Run 1, met2 routing:
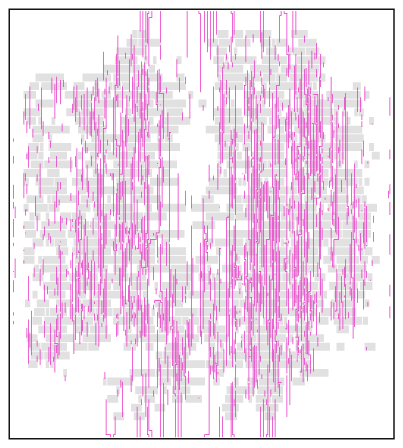
Run 1, metal layers overlaid:
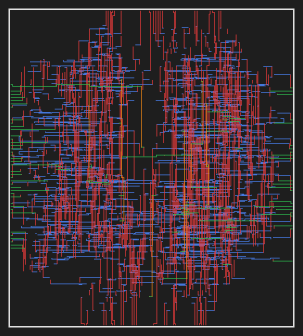
Run 1, clock distribution:
Scale bar: 20 um.
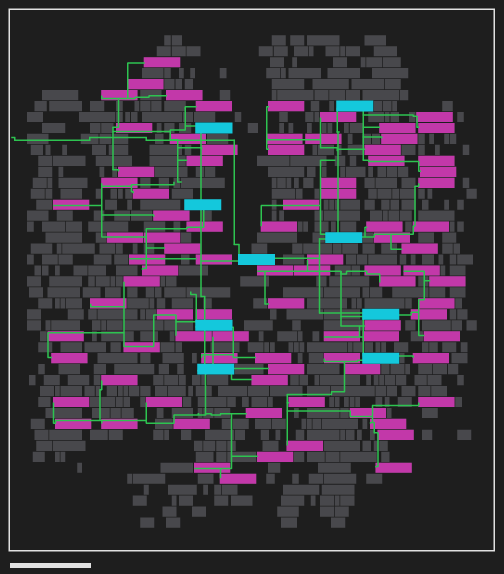
**config.mk**
```make
export PLATFORM = sky130hd
export DESIGN_NAME = csla_sub_pipe
export DESIGN_NICKNAME = d
export VERILOG_FILES = /design/src/rtl/csla_sub_pipe.sv
export SDC_FILE = /design/constraint.sdc
export NUM_CORES = 1
export LEC_CHECK = 0
export CAP_MARGIN = 20
export CELL_PAD_IN_SITES_DETAIL_PLACEMENT = 0
export CELL_PAD_IN_SITES_GLOBAL_PLACEMENT = 1
export CORE_AREA = 4 4 116 130
export CTS_BUF_LIST = sky130_fd_sc_hd__clkbuf_16
export CTS_CLUSTER_DIAMETER = 80
export DETAILED_ROUTE_END_ITERATION = 7
export DIE_AREA = 0 0 120 134
export PLACE_DENSITY = 0.83
export SETUP_SLACK_MARGIN = 0.3
export SLEW_MARGIN = 20
export SYNTH_ARGS = -nofsm -noshare
export SYNTH_HDL_FRONTEND = slang
export SYNTH_SLANG_ARGS = --single-unit
```
**constraint.sdc**
```tcl
create_clock -name clk -period 1.3 [get_ports clk]
set_input_delay 0.13 -clock clk [delete_from_list [all_inputs] [get_ports clk]]
set_output_delay 0.13 -clock clk [all_outputs]
set_load 0.01 [all_outputs]
```
**src/rtl/csla_sub_pipe.sv**
```systemverilog
// csla_sub_pipe: two-stage pipelined 32-bit subtractor (d = x - y) on a 3/4/5/6/7/7 carry-select/BEC
// partition. Stage 1 resolves bits 17:0 and keeps both candidates of the two upper blocks. Stage 2
// selects those candidates and produces the flags. Both ends use a valid/ready stream.
module csla_sub_pipe #(
    parameter int unsigned WIDTH = 32
) (
    input  logic             clk,
    input  logic             rst_n,
    input  logic             in_valid,
    output logic             in_ready,
    input  logic [WIDTH-1:0] x,
    input  logic [WIDTH-1:0] y,
    output logic             out_valid,
    input  logic             out_ready,
    output logic [WIDTH-1:0] d,
    output logic             borrow,
    output logic             ovf,
    output logic             zero
);

    localparam int unsigned B4_W = 7;
    localparam int unsigned B5_W = 7;
    localparam int unsigned LO_W = 18;

    // Stage-1 payload: resolved low bits plus both candidates of blocks 4 and 5
    typedef struct packed {
        logic [LO_W-1:0] lo;
        logic            c18;
        logic [B4_W-1:0] b4_s0;
        logic            b4_c0;
        logic [B4_W-1:0] b4_s1;
        logic            b4_c1;
        logic [B5_W-1:0] b5_s0;
        logic            b5_c0;
        logic [B5_W-1:0] b5_s1;
        logic            b5_c1;
        logic            x31;
        logic            y31;
    } s1_t;

    // Block boundaries of the fixed partition
    function automatic int unsigned blk_lsb(input int unsigned b);
        case (b)
            0:       return 0;
            1:       return 3;
            2:       return 7;
            3:       return 12;
            4:       return 18;
            default: return 25;
        endcase
    endfunction

    function automatic int unsigned blk_w(input int unsigned b);
        case (b)
            0:       return 3;
            1:       return 4;
            2:       return 5;
            3:       return 6;
            default: return 7;
        endcase
    endfunction

    logic [31:0] y_inv;
    logic [31:3] cand_s0;
    logic [31:3] cand_s1;
    logic [5:1]  cand_c0;
    logic [5:1]  cand_c1;
    logic [2:0]  b0_sum;
    logic        b0_carry;
    logic        c3;
    logic        c7;
    logic        c12;
    logic        c18;
    logic [LO_W-1:0] lo_sum;
    s1_t         s1_new;

    logic        s1_adv;
    logic        s2_adv;
    logic        s1_valid_q;
    logic        s1_valid_d;
    s1_t         s1_q;
    s1_t         s1_d;
    logic        s2_valid_q;
    logic        s2_valid_d;
    logic [31:0] d_q;
    logic [31:0] d_d;
    logic        borrow_q;
    logic        borrow_d;
    logic        ovf_q;
    logic        ovf_d;
    logic        zero_q;
    logic        zero_d;

    logic [B4_W-1:0] b4_sel;
    logic            c25;
    logic [B5_W-1:0] b5_sel;
    logic            c32;
    logic [31:0]     d_new;

    assign y_inv = ~y;

    // Block 0: ripple add with the +1 of the two's complement as carry-in
    always_comb begin
        b0_sum   = '0;
        b0_carry = 1'b1;
        for (int unsigned i = 0; i < blk_w(0); i++) begin
            b0_sum[i] = x[i] ^ y_inv[i] ^ b0_carry;
            b0_carry  = (x[i] & y_inv[i]) | (b0_carry & (x[i] ^ y_inv[i]));
        end
        c3 = b0_carry;
    end

    // Blocks 1-5: carry-0 ripple sum and its BEC (+1) as the carry-1 candidate
    for (genvar g = 1; g < 6; g++) begin : g_blk
        localparam int unsigned LSB = blk_lsb(g);
        localparam int unsigned BW  = blk_w(g);

        logic [BW-1:0] sum0;
        logic [BW-1:0] sum1;
        logic          carry;
        logic          run;
        logic          cout0;
        logic          cout1;

        // Candidate generation for one block
        always_comb begin
            sum0  = '0;
            sum1  = '0;
            carry = 1'b0;
            run   = 1'b1;
            for (int unsigned i = 0; i < BW; i++) begin
                sum0[i] = x[LSB+i] ^ y_inv[LSB+i] ^ carry;
                carry   = (x[LSB+i] & y_inv[LSB+i]) | (carry & (x[LSB+i] ^ y_inv[LSB+i]));
            end
            cout0 = carry;
            for (int unsigned i = 0; i < BW; i++) begin
                sum1[i] = sum0[i] ^ run;
                run     = run & sum0[i];
            end
            // {cout,sum}+1 carries into cout only when the whole sum was all ones
            cout1 = cout0 ^ run;
        end

        assign cand_s0[LSB +: BW] = sum0;
        assign cand_s1[LSB +: BW] = sum1;
        assign cand_c0[g]         = cout0;
        assign cand_c1[g]         = cout1;
    end

    // Stage-1 select chain over blocks 1-3 and payload assembly
    always_comb begin
        lo_sum        = '0;
        lo_sum[2:0]   = b0_sum;
        lo_sum[6:3]   = c3  ? cand_s1[6:3]   : cand_s0[6:3];
        c7            = c3  ? cand_c1[1]     : cand_c0[1];
        lo_sum[11:7]  = c7  ? cand_s1[11:7]  : cand_s0[11:7];
        c12           = c7  ? cand_c1[2]     : cand_c0[2];
        lo_sum[17:12] = c12 ? cand_s1[17:12] : cand_s0[17:12];
        c18           = c12 ? cand_c1[3]     : cand_c0[3];

        s1_new       = '0;
        s1_new.lo    = lo_sum;
        s1_new.c18   = c18;
        s1_new.b4_s0 = cand_s0[24:18];
        s1_new.b4_c0 = cand_c0[4];
        s1_new.b4_s1 = cand_s1[24:18];
        s1_new.b4_c1 = cand_c1[4];
        s1_new.b5_s0 = cand_s0[31:25];
        s1_new.b5_c0 = cand_c0[5];
        s1_new.b5_s1 = cand_s1[31:25];
        s1_new.b5_c1 = cand_c1[5];
        s1_new.x31   = x[31];
        s1_new.y31   = y[31];
    end

    // Pipeline advance conditions; in_ready never looks at the operands
    always_comb begin
        s2_adv   = !s2_valid_q | out_ready;
        s1_adv   = !s1_valid_q | s2_adv;
        in_ready = s1_adv;
    end

    // Stage-1 next state: load on accept, valid follows in_valid whenever the stage can move
    always_comb begin
        s1_valid_d = s1_valid_q;
        s1_d       = s1_q;
        if (s1_adv) begin
            s1_valid_d = in_valid;
            if (in_valid) begin
                s1_d = s1_new;
            end
        end
    end

    // Stage-2 next state: final block selects, flags, and hold under backpressure
    always_comb begin
        b4_sel = s1_q.c18 ? s1_q.b4_s1 : s1_q.b4_s0;
        c25    = s1_q.c18 ? s1_q.b4_c1 : s1_q.b4_c0;
        b5_sel = c25 ? s1_q.b5_s1 : s1_q.b5_s0;
        c32    = c25 ? s1_q.b5_c1 : s1_q.b5_c0;
        d_new  = {b5_sel, b4_sel, s1_q.lo};

        s2_valid_d = s2_valid_q;
        d_d        = d_q;
        borrow_d   = borrow_q;
        ovf_d      = ovf_q;
        zero_d     = zero_q;
        if (s2_adv) begin
            s2_valid_d = s1_valid_q;
            if (s1_valid_q) begin
                d_d      = d_new;
                borrow_d = ~c32;
                ovf_d    = (s1_q.x31 ^ s1_q.y31) & (s1_q.x31 ^ d_new[31]);
                zero_d   = (d_new == 32'd0);
            end
        end
    end

    // Pipeline registers; reset drops anything in flight
    always_ff @(posedge clk or negedge rst_n) begin
        if (!rst_n) begin
            s1_valid_q <= 1'b0;
            s1_q       <= '0;
            s2_valid_q <= 1'b0;
            d_q        <= '0;
            borrow_q   <= 1'b0;
            ovf_q      <= 1'b0;
            zero_q     <= 1'b0;
        end else begin
            s1_valid_q <= s1_valid_d;
            s1_q       <= s1_d;
            s2_valid_q <= s2_valid_d;
            d_q        <= d_d;
            borrow_q   <= borrow_d;
            ovf_q      <= ovf_d;
            zero_q     <= zero_d;
        end
    end

    assign out_valid = s2_valid_q;
    assign d         = WIDTH'(d_q);
    assign borrow    = borrow_q;
    assign ovf       = ovf_q;
    assign zero      = zero_q;

endmodule

```
==> run_results.csv, run 1 <==
group,metric,value,unit
final_layout,area_growth,72.3,%
timing,period_needed,2.91,ns
critical_path,cp_top_family,"adder cells",
timing,final_max_slew_viol_count,0,
grt,gr-total-overflow,0,
clock_tree,cts_max_level,3,
floorplanning,fp-row-count,45,
grt,antenna_found_initial,0,
logic_synthesis,ys_seq_frac,0.462,
logic_synthesis,ys_cells,467,
grt,grtUsageMet1,0.201,
timing,hold_viol,0,
grt,grt.met2_usage,0.306,
critical_path,cp-end-kind,"flip-flop",
final_layout,layout_top_cells,"dfrtp_1 (90), nand2_1 (81), buf_4 (60)",
critical_path,crit_top_cell,"fa_2",
placement,place_area,0.00692,mm2
critical_path,rr_startpoint,"s1_q[34]$_DFFE_PN0P_",
placement,dp_hpwl,8850,um
pwr,power,11.8,mW
placement,pre_cts_ws,-2.46,ns
timing,fin_tns_setup,-39.83,ns
critical_path,crit_slowest_cell,"fa_1",
grt,grt_pass1_wl,21400,um
floorplanning,pin_count,105,
timing,final.period_utilization,2.24,
status,violations,"setup timing",
pwr,internal_power,8.12,mW
clock_tree,clkSlewWorstSetupHoldPaths,0.07,ns
timing,max_freq,343,MHz
logic_synthesis,syn-num-nets,591,
grt,grt_pass1_vias,4312,
timing,setup_slack,-1.61,ns
route,wl_met3,619,um
floorplanning,die_w,120,um
grt,top_usage_layer,"met2",
timing,finalSetupViolCount,75,
route,vias,4119,
logic_synthesis,synth-compound-area-share,0.0529,
logic_synthesis,top_cell,"nand2_1",
final_layout,post-route-util,0.613,
worst_hold_path,hold_path_class,"in -> reg",
critical_path,rr_endpoint,"zero$_DFFE_PN0P_",
pwr,p_comb_frac,0.402,
critical_path,critPathKind,"in -> reg",
logic_synthesis,async_reset_ff_frac,1.00,
critical_path,reg2reg_slack,-0.26,ns
final_layout,fillers,1071,
flow_run,cap_violations,0,
final_layout,dominant_cells,"multi-input combinational cells",
clock_tree,root_buffer,"clkbuf_16",
final_layout,comb_cells,319,
route,wl,14300,um
worst_hold_path,hold_depth,3,
final_layout,logic_area,0.00313,mm2
pwr,power_frac_seq,0.346,
clock_tree,cts_setup_buffers,17,
logic_synthesis,synth_top_area_share,0.462,
route,detail_route.wl_per_cell,16.6,um
final_layout,inv_count,41,
status,outcome,"complete, but fails checks",
floorplanning,dieHeight,134,um
logic_synthesis,yosysWarnings,0,
worst_hold_path,whs_endpoint,"d_new[0]$_DFFE_PN0P_",
pwr,clock_power,2.97,mW
logic_synthesis,ys_chip_area,0.00487,mm2
pwr,p_clk_frac,0.251,
pwr,top_power_group,"combinational cells",
timing,skew,0.00809,ns
logic_synthesis,topCellsByArea,"dfrtp_1 (46%), fa_1 (11%), nand2_1 (9.9%)",
final_layout,final_design_area_no_fill,0.00839,mm2
timing,slew_headroom,0.574,
timing,worstMarginPinSlew,0.638,ns
final_layout,buf_share,0.265,
floorplanning,fp_util,0.356,
logic_synthesis,mux_area_frac,0.0978,
final_layout,seq_area_frac,0.268,
critical_path,critical_path_cell_count,15,
logic_synthesis,edf_count,0,
final_layout,fin_cells,861,
final_layout,largest_reg_flops,35,
pwr,peakVddDrop,625,uV
placement,numPortBuffers,104,
floorplanning,dieArea,0.0161,mm2
placement,place.gp.congestion,0.778,
logic_synthesis,synth.avg_cell_area,10.4,um2
logic_synthesis,ys_ff,90,
grt,grt_max_degree,37,
logic_synthesis,synth-main-ff-cell,"dfrtp_1",
critical_path,rr_worst_depth,6,
pwr,p_sw_frac,0.312,
pwr,power_leakage,4.01,nW
final_layout,top_register,"s1_q",
logic_synthesis,yosys.area_share.simple,0.137,
worst_hold_path,hp-start,"y[0]",
logic_synthesis,yosys.area_share.adder,0.184,
logic_synthesis,ys_sh_xor,0.0182,
floorplanning,design.core.area,0.0137,mm2
critical_path,cpPeakStageDelay,0.43,ns
route,drcViolationCount,0,
critical_path,startpoint,"y[7]",
timing,hold_slack,0.0956,ns
placement,placedCellCount,791,
floorplanning,tap_cells,188,
final_layout,fin_nets,792,
route,wl_met2,7760,um
logic_synthesis,top_logic_kind,"adder cells",
grt,met3_usage,0.0270,
route,first_iter_violations,214,
flow_run,warnings,29,
pwr,power.density,1410,mW/mm2
grt,grt_usage,0.168,
pwr,p_comb,4.75,mW
logic_synthesis,common_cells,"nand2_1 (128), dfrtp_1 (90), inv_1 (41), o21ai_0 (37), ha_1 (30)",
critical_path,arrival,3.17,ns
logic_synthesis,synth_area,0.00487,mm2
critical_path,crit_path_end,"s1_q[34]$_DFFE_PN0P_",
logic_synthesis,synth_top_cell_by_area,"dfrtp_1",
final_layout,mostFrequentLayoutCell,"dfrtp_1",
critical_path,crit_buf_inv,4,
final_layout,final-seq-area,0.00225,mm2
clock_tree,post_cts_resized,309,
clock_tree,cts_hold_buf,1,
clock_tree,cts_inserted_buffers,9,
clock_tree,clock_path_buffers,2,
logic_synthesis,syn_inst,467,
logic_synthesis,ys_types,35,
critical_path,crit_fanout,6,
final_layout,clk_share,0.0400,
final_layout,comb_area_frac,0.373,
clock_tree,clkLatencyLatePin,0.34,ns
About 'met2 routing':
The layer carries 7760 um of wire. The layer holds 54% of the routed length. The wires run mostly vertical.

About 'metal layers overlaid':
Key: orange = met4 [wire length 344 um]; blue = met1 [wire length 5590 um]; green = met3 [wire length 620 um]; red = met2 [wire length 7760 um]

About 'clock distribution':
Key: magenta = flip-flops [count 90]; cyan = cells driving clock nets [count 9]; green = clock wires [length 1190 um]
There are 10 routed clock nets.

Run 1, met3 routing:
Scale bar: 20 um.
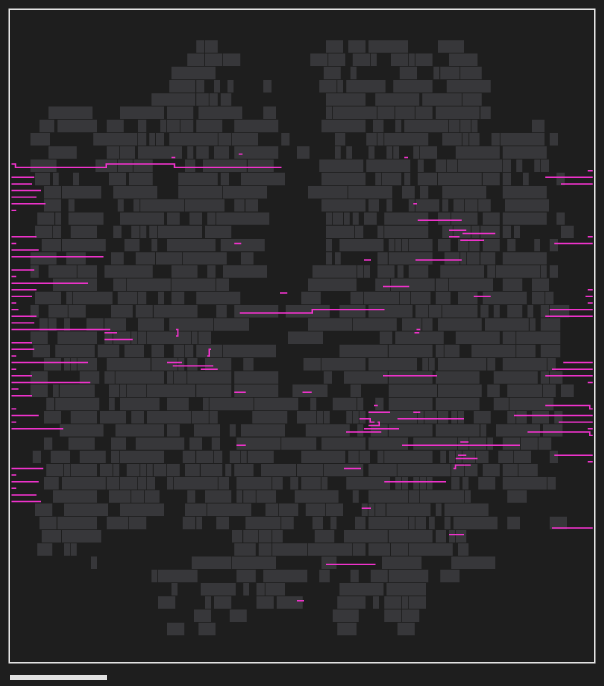

--- run 2 (diff from run 1) ---
--- a/config.mk
+++ b/config.mk
@@ -14,6 +14,7 @@
 export DETAILED_ROUTE_END_ITERATION = 7
 export DIE_AREA = 0 0 120 134
 export PLACE_DENSITY = 0.83
+export REMOVE_ABC_BUFFERS = 1
 export SETUP_SLACK_MARGIN = 0.3
 export SLEW_MARGIN = 20
 export SYNTH_ARGS = -nofsm -noshare
Run 2, met3 routing:
Scale bar: 20 um.
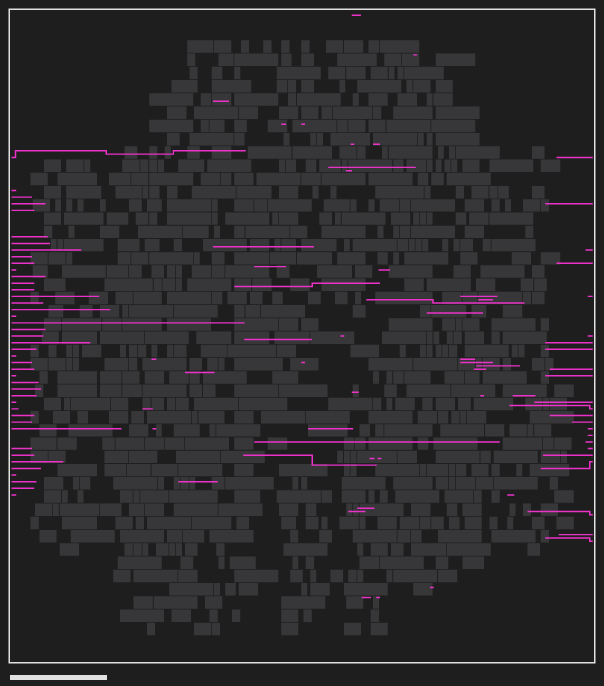
The longest straight run is 50.1 um. The wires run mostly horizontal. 88 nets have wire on it. The layer carries 792 um of wire. The layer holds 5.6% of the routed length.

==> run_results.csv, run 2 <==
group,metric,value,unit
status,outcome,"complete, but fails checks",
status,violations,"setup timing",
grt,antenna_found_initial,0,
floorplanning,tap_cells,188,
floorplanning,die_w,120,um
pwr,power,11.2,mW
worst_hold_path,hp-start,"y[0]",
placement,dp_hpwl,8760,um
worst_hold_path,whs_endpoint,"d_new[0]$_DFFE_PN0P_",
route,vias,4121,
route,detail_route.wl_per_cell,16.1,um
logic_synthesis,mux_area_frac,0.0978,
critical_path,critPathKind,"in -> reg",
critical_path,rr_worst_depth,5,
clock_tree,cts_inserted_buffers,9,
logic_synthesis,ys_seq_frac,0.462,
floorplanning,design.core.area,0.0137,mm2
logic_synthesis,synth.avg_cell_area,10.4,um2
final_layout,clk_share,0.0307,
placement,place.gp.congestion,0.792,
route,drcViolationCount,0,
pwr,p_clk_frac,0.206,
critical_path,cp_top_family,"adder cells",
pwr,top_power_group,"combinational cells",
critical_path,crit_fanout,2,
timing,slew_headroom,0.687,
placement,place_area,0.00655,mm2
worst_hold_path,hold_path_class,"in -> reg",
logic_synthesis,topCellsByArea,"dfrtp_1 (46%), fa_1 (11%), nand2_1 (9.9%)",
floorplanning,fp_util,0.356,
route,first_iter_violations,171,
clock_tree,root_buffer,"clkbuf_16",
pwr,p_comb_frac,0.427,
route,wl_met2,7280,um
timing,final_max_slew_viol_count,0,
final_layout,fin_nets,808,
logic_synthesis,synth_top_area_share,0.462,
clock_tree,clkLatencyLatePin,0.34,ns
pwr,peakVddDrop,691,uV
pwr,clock_power,2.29,mW
grt,grtUsageMet1,0.206,
final_layout,largest_reg_flops,35,
logic_synthesis,top_logic_kind,"adder cells",
flow_run,cap_violations,0,
placement,numPortBuffers,104,
logic_synthesis,ys_cells,467,
logic_synthesis,top_cell,"nand2_1",
final_layout,area_growth,71.6,%
logic_synthesis,syn_inst,467,
critical_path,rr_startpoint,"s1_q[5]$_DFFE_PN0P_",
logic_synthesis,ys_ff,90,
grt,grt_pass1_wl,21500,um
clock_tree,cts_setup_buffers,18,
route,wl,14100,um
grt,gr-total-overflow,0,
final_layout,logic_area,0.00310,mm2
placement,placedCellCount,796,
grt,top_usage_layer,"met2",
timing,hold_viol,0,
critical_path,crit_slowest_cell,"fa_2",
placement,pre_cts_ws,-2.61,ns
critical_path,crit_path_end,"s1_q[18]$_DFFE_PN0P_",
final_layout,post-route-util,0.611,
logic_synthesis,ys_chip_area,0.00487,mm2
critical_path,reg2reg_slack,-0.25,ns
pwr,p_comb,4.76,mW
clock_tree,cts_max_level,3,
clock_tree,clock_path_buffers,2,
pwr,power_leakage,4.02,nW
critical_path,startpoint,"y[18]",
floorplanning,dieHeight,134,um
logic_synthesis,yosys.area_share.simple,0.137,
floorplanning,pin_count,105,
critical_path,arrival,3.07,ns
critical_path,crit_top_cell,"fa_2",
timing,final.period_utilization,2.19,
logic_synthesis,ys_types,35,
final_layout,dominant_cells,"multi-input combinational cells",
pwr,power.density,1330,mW/mm2
pwr,internal_power,7.57,mW
timing,fin_tns_setup,-38.81,ns
grt,grt.met2_usage,0.288,
final_layout,comb_cells,318,
final_layout,fin_cells,877,
logic_synthesis,edf_count,0,
final_layout,top_register,"s1_q",
final_layout,buf_share,0.282,
logic_synthesis,synth-compound-area-share,0.0529,
grt,grt_max_degree,35,
floorplanning,dieArea,0.0161,mm2
critical_path,cpPeakStageDelay,0.59,ns
final_layout,final-seq-area,0.00225,mm2
logic_synthesis,synth_top_cell_by_area,"dfrtp_1",
final_layout,layout_top_cells,"dfrtp_1 (90), nand2_1 (84), buf_6 (60)",
timing,finalSetupViolCount,76,
grt,grt_usage,0.169,
timing,hold_slack,0.0866,ns
critical_path,critical_path_cell_count,12,
logic_synthesis,ys_sh_xor,0.0182,
critical_path,crit_buf_inv,2,
final_layout,fillers,1095,
grt,met3_usage,0.0426,
critical_path,cp-end-kind,"flip-flop",
final_layout,mostFrequentLayoutCell,"dfrtp_1",
final_layout,comb_area_frac,0.370,
final_layout,inv_count,41,
timing,worstMarginPinSlew,0.469,ns
final_layout,final_design_area_no_fill,0.00836,mm2
route,wl_met3,792,um
logic_synthesis,yosys.area_share.adder,0.184,
floorplanning,fp-row-count,45,
critical_path,rr_endpoint,"zero$_DFFE_PN0P_",
final_layout,seq_area_frac,0.269,
logic_synthesis,synth_area,0.00487,mm2
grt,grt_pass1_vias,4358,
pwr,p_sw_frac,0.322,
timing,max_freq,351,MHz
pwr,power_frac_seq,0.368,
clock_tree,post_cts_resized,385,
clock_tree,cts_hold_buf,1,
timing,setup_slack,-1.55,ns
timing,period_needed,2.85,ns
timing,skew,0.00573,ns
flow_run,warnings,27,
Run 2, metal layers overlaid:
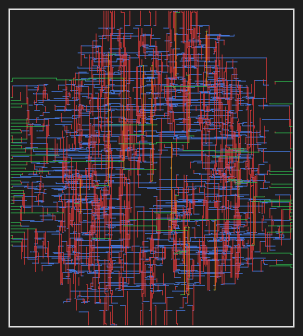

--- run 3 (diff from run 2) ---
==> constraint.sdc (replaced) <==
create_clock -name clk -period 1.3 [get_ports clk]
set_input_delay 0.26 -clock clk [delete_from_list [all_inputs] [get_ports clk]]
set_output_delay 0.26 -clock clk [all_outputs]
set_load 0.01 [all_outputs]
Run 3, metal layers overlaid:
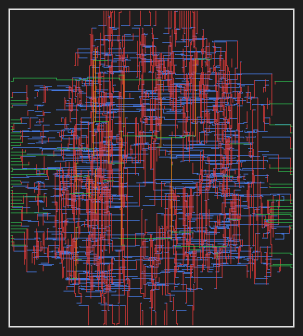
Key: blue = met1 [wire length 5570 um]; orange = met4 [wire length 324 um]; green = met3 [wire length 641 um]; red = met2 [wire length 7510 um]

==> run_results.csv, run 3 <==
group,metric,value,unit
grt,grt_pass1_wl,21800,um
logic_synthesis,topCellsByArea,"dfrtp_1 (46%), fa_1 (11%), nand2_1 (9.9%)",
timing,period_needed,2.95,ns
final_layout,largest_reg_flops,35,
route,first_iter_violations,161,
pwr,clock_power,2.29,mW
grt,top_usage_layer,"met2",
flow_run,warnings,27,
final_layout,logic_area,0.00305,mm2
grt,gr-total-overflow,0,
placement,placedCellCount,796,
timing,final_max_slew_viol_count,0,
placement,dp_hpwl,8580,um
clock_tree,cts_hold_buf,1,
timing,finalSetupViolCount,78,
critical_path,startpoint,"y[25]",
route,wl_met3,640,um
floorplanning,design.core.area,0.0137,mm2
pwr,power.density,1340,mW/mm2
grt,grt.met2_usage,0.305,
logic_synthesis,ys_ff,90,
pwr,p_comb_frac,0.428,
logic_synthesis,top_logic_kind,"adder cells",
clock_tree,cts_max_level,3,
critical_path,rr_endpoint,"ovf$_DFFE_PN0P_",
pwr,p_comb,4.77,mW
critical_path,cp-end-kind,"flip-flop",
final_layout,final-seq-area,0.00225,mm2
status,outcome,"complete, but fails checks",
worst_hold_path,hold_path_class,"in -> reg",
critical_path,crit_buf_inv,2,
pwr,power_leakage,3.99,nW
timing,final.period_utilization,2.27,
final_layout,dominant_cells,"multi-input combinational cells",
critical_path,critPathKind,"in -> reg",
clock_tree,root_buffer,"clkbuf_16",
logic_synthesis,top_cell,"nand2_1",
clock_tree,clock_path_buffers,2,
critical_path,reg2reg_slack,-0.21,ns
final_layout,fin_nets,803,
timing,hold_slack,0.210,ns
critical_path,crit_path_end,"s1_q[2]$_DFFE_PN0P_",
pwr,p_clk_frac,0.205,
floorplanning,dieHeight,134,um
timing,slew_headroom,0.668,
pwr,peakVddDrop,687,uV
floorplanning,dieArea,0.0161,mm2
grt,grtUsageMet1,0.202,
grt,grt_pass1_vias,4425,
final_layout,comb_area_frac,0.367,
clock_tree,cts_setup_buffers,23,
pwr,top_power_group,"combinational cells",
final_layout,mostFrequentLayoutCell,"dfrtp_1",
logic_synthesis,mux_area_frac,0.0978,
logic_synthesis,ys_types,35,
grt,antenna_found_initial,0,
logic_synthesis,syn_inst,467,
logic_synthesis,ys_sh_xor,0.0182,
final_layout,fin_cells,872,
final_layout,clk_share,0.0307,
status,violations,"setup timing",
route,drcViolationCount,0,
final_layout,final_design_area_no_fill,0.00831,mm2
logic_synthesis,common_cells,"nand2_1 (128), dfrtp_1 (90), inv_1 (41), o21ai_0 (37), ha_1 (30)",
critical_path,cpPeakStageDelay,0.58,ns
worst_hold_path,whs_endpoint,"d_new[0]$_DFFE_PN0P_",
timing,setup_slack,-1.65,ns
final_layout,inv_count,41,
logic_synthesis,async_reset_ff_frac,1.00,
critical_path,rr_startpoint,"s1_q[34]$_DFFE_PN0P_",
logic_synthesis,ys_cells,467,
clock_tree,clkLatencyLatePin,0.34,ns
placement,place.gp.congestion,0.783,
grt,grt_max_degree,91,
final_layout,comb_cells,318,
pwr,power,11.2,mW
timing,fin_tns_setup,-45.24,ns
placement,pre_cts_ws,-2.75,ns
timing,worstMarginPinSlew,0.498,ns
route,detail_route.wl_per_cell,16.1,um
final_layout,seq_area_frac,0.271,
critical_path,arrival,3.18,ns
route,vias,4121,
critical_path,critical_path_cell_count,12,
route,wl_met2,7510,um
logic_synthesis,synth_top_cell_by_area,"dfrtp_1",
logic_synthesis,yosys.area_share.adder,0.184,
Power figures rest on the tool's default switching activity, not on a simulated workload.
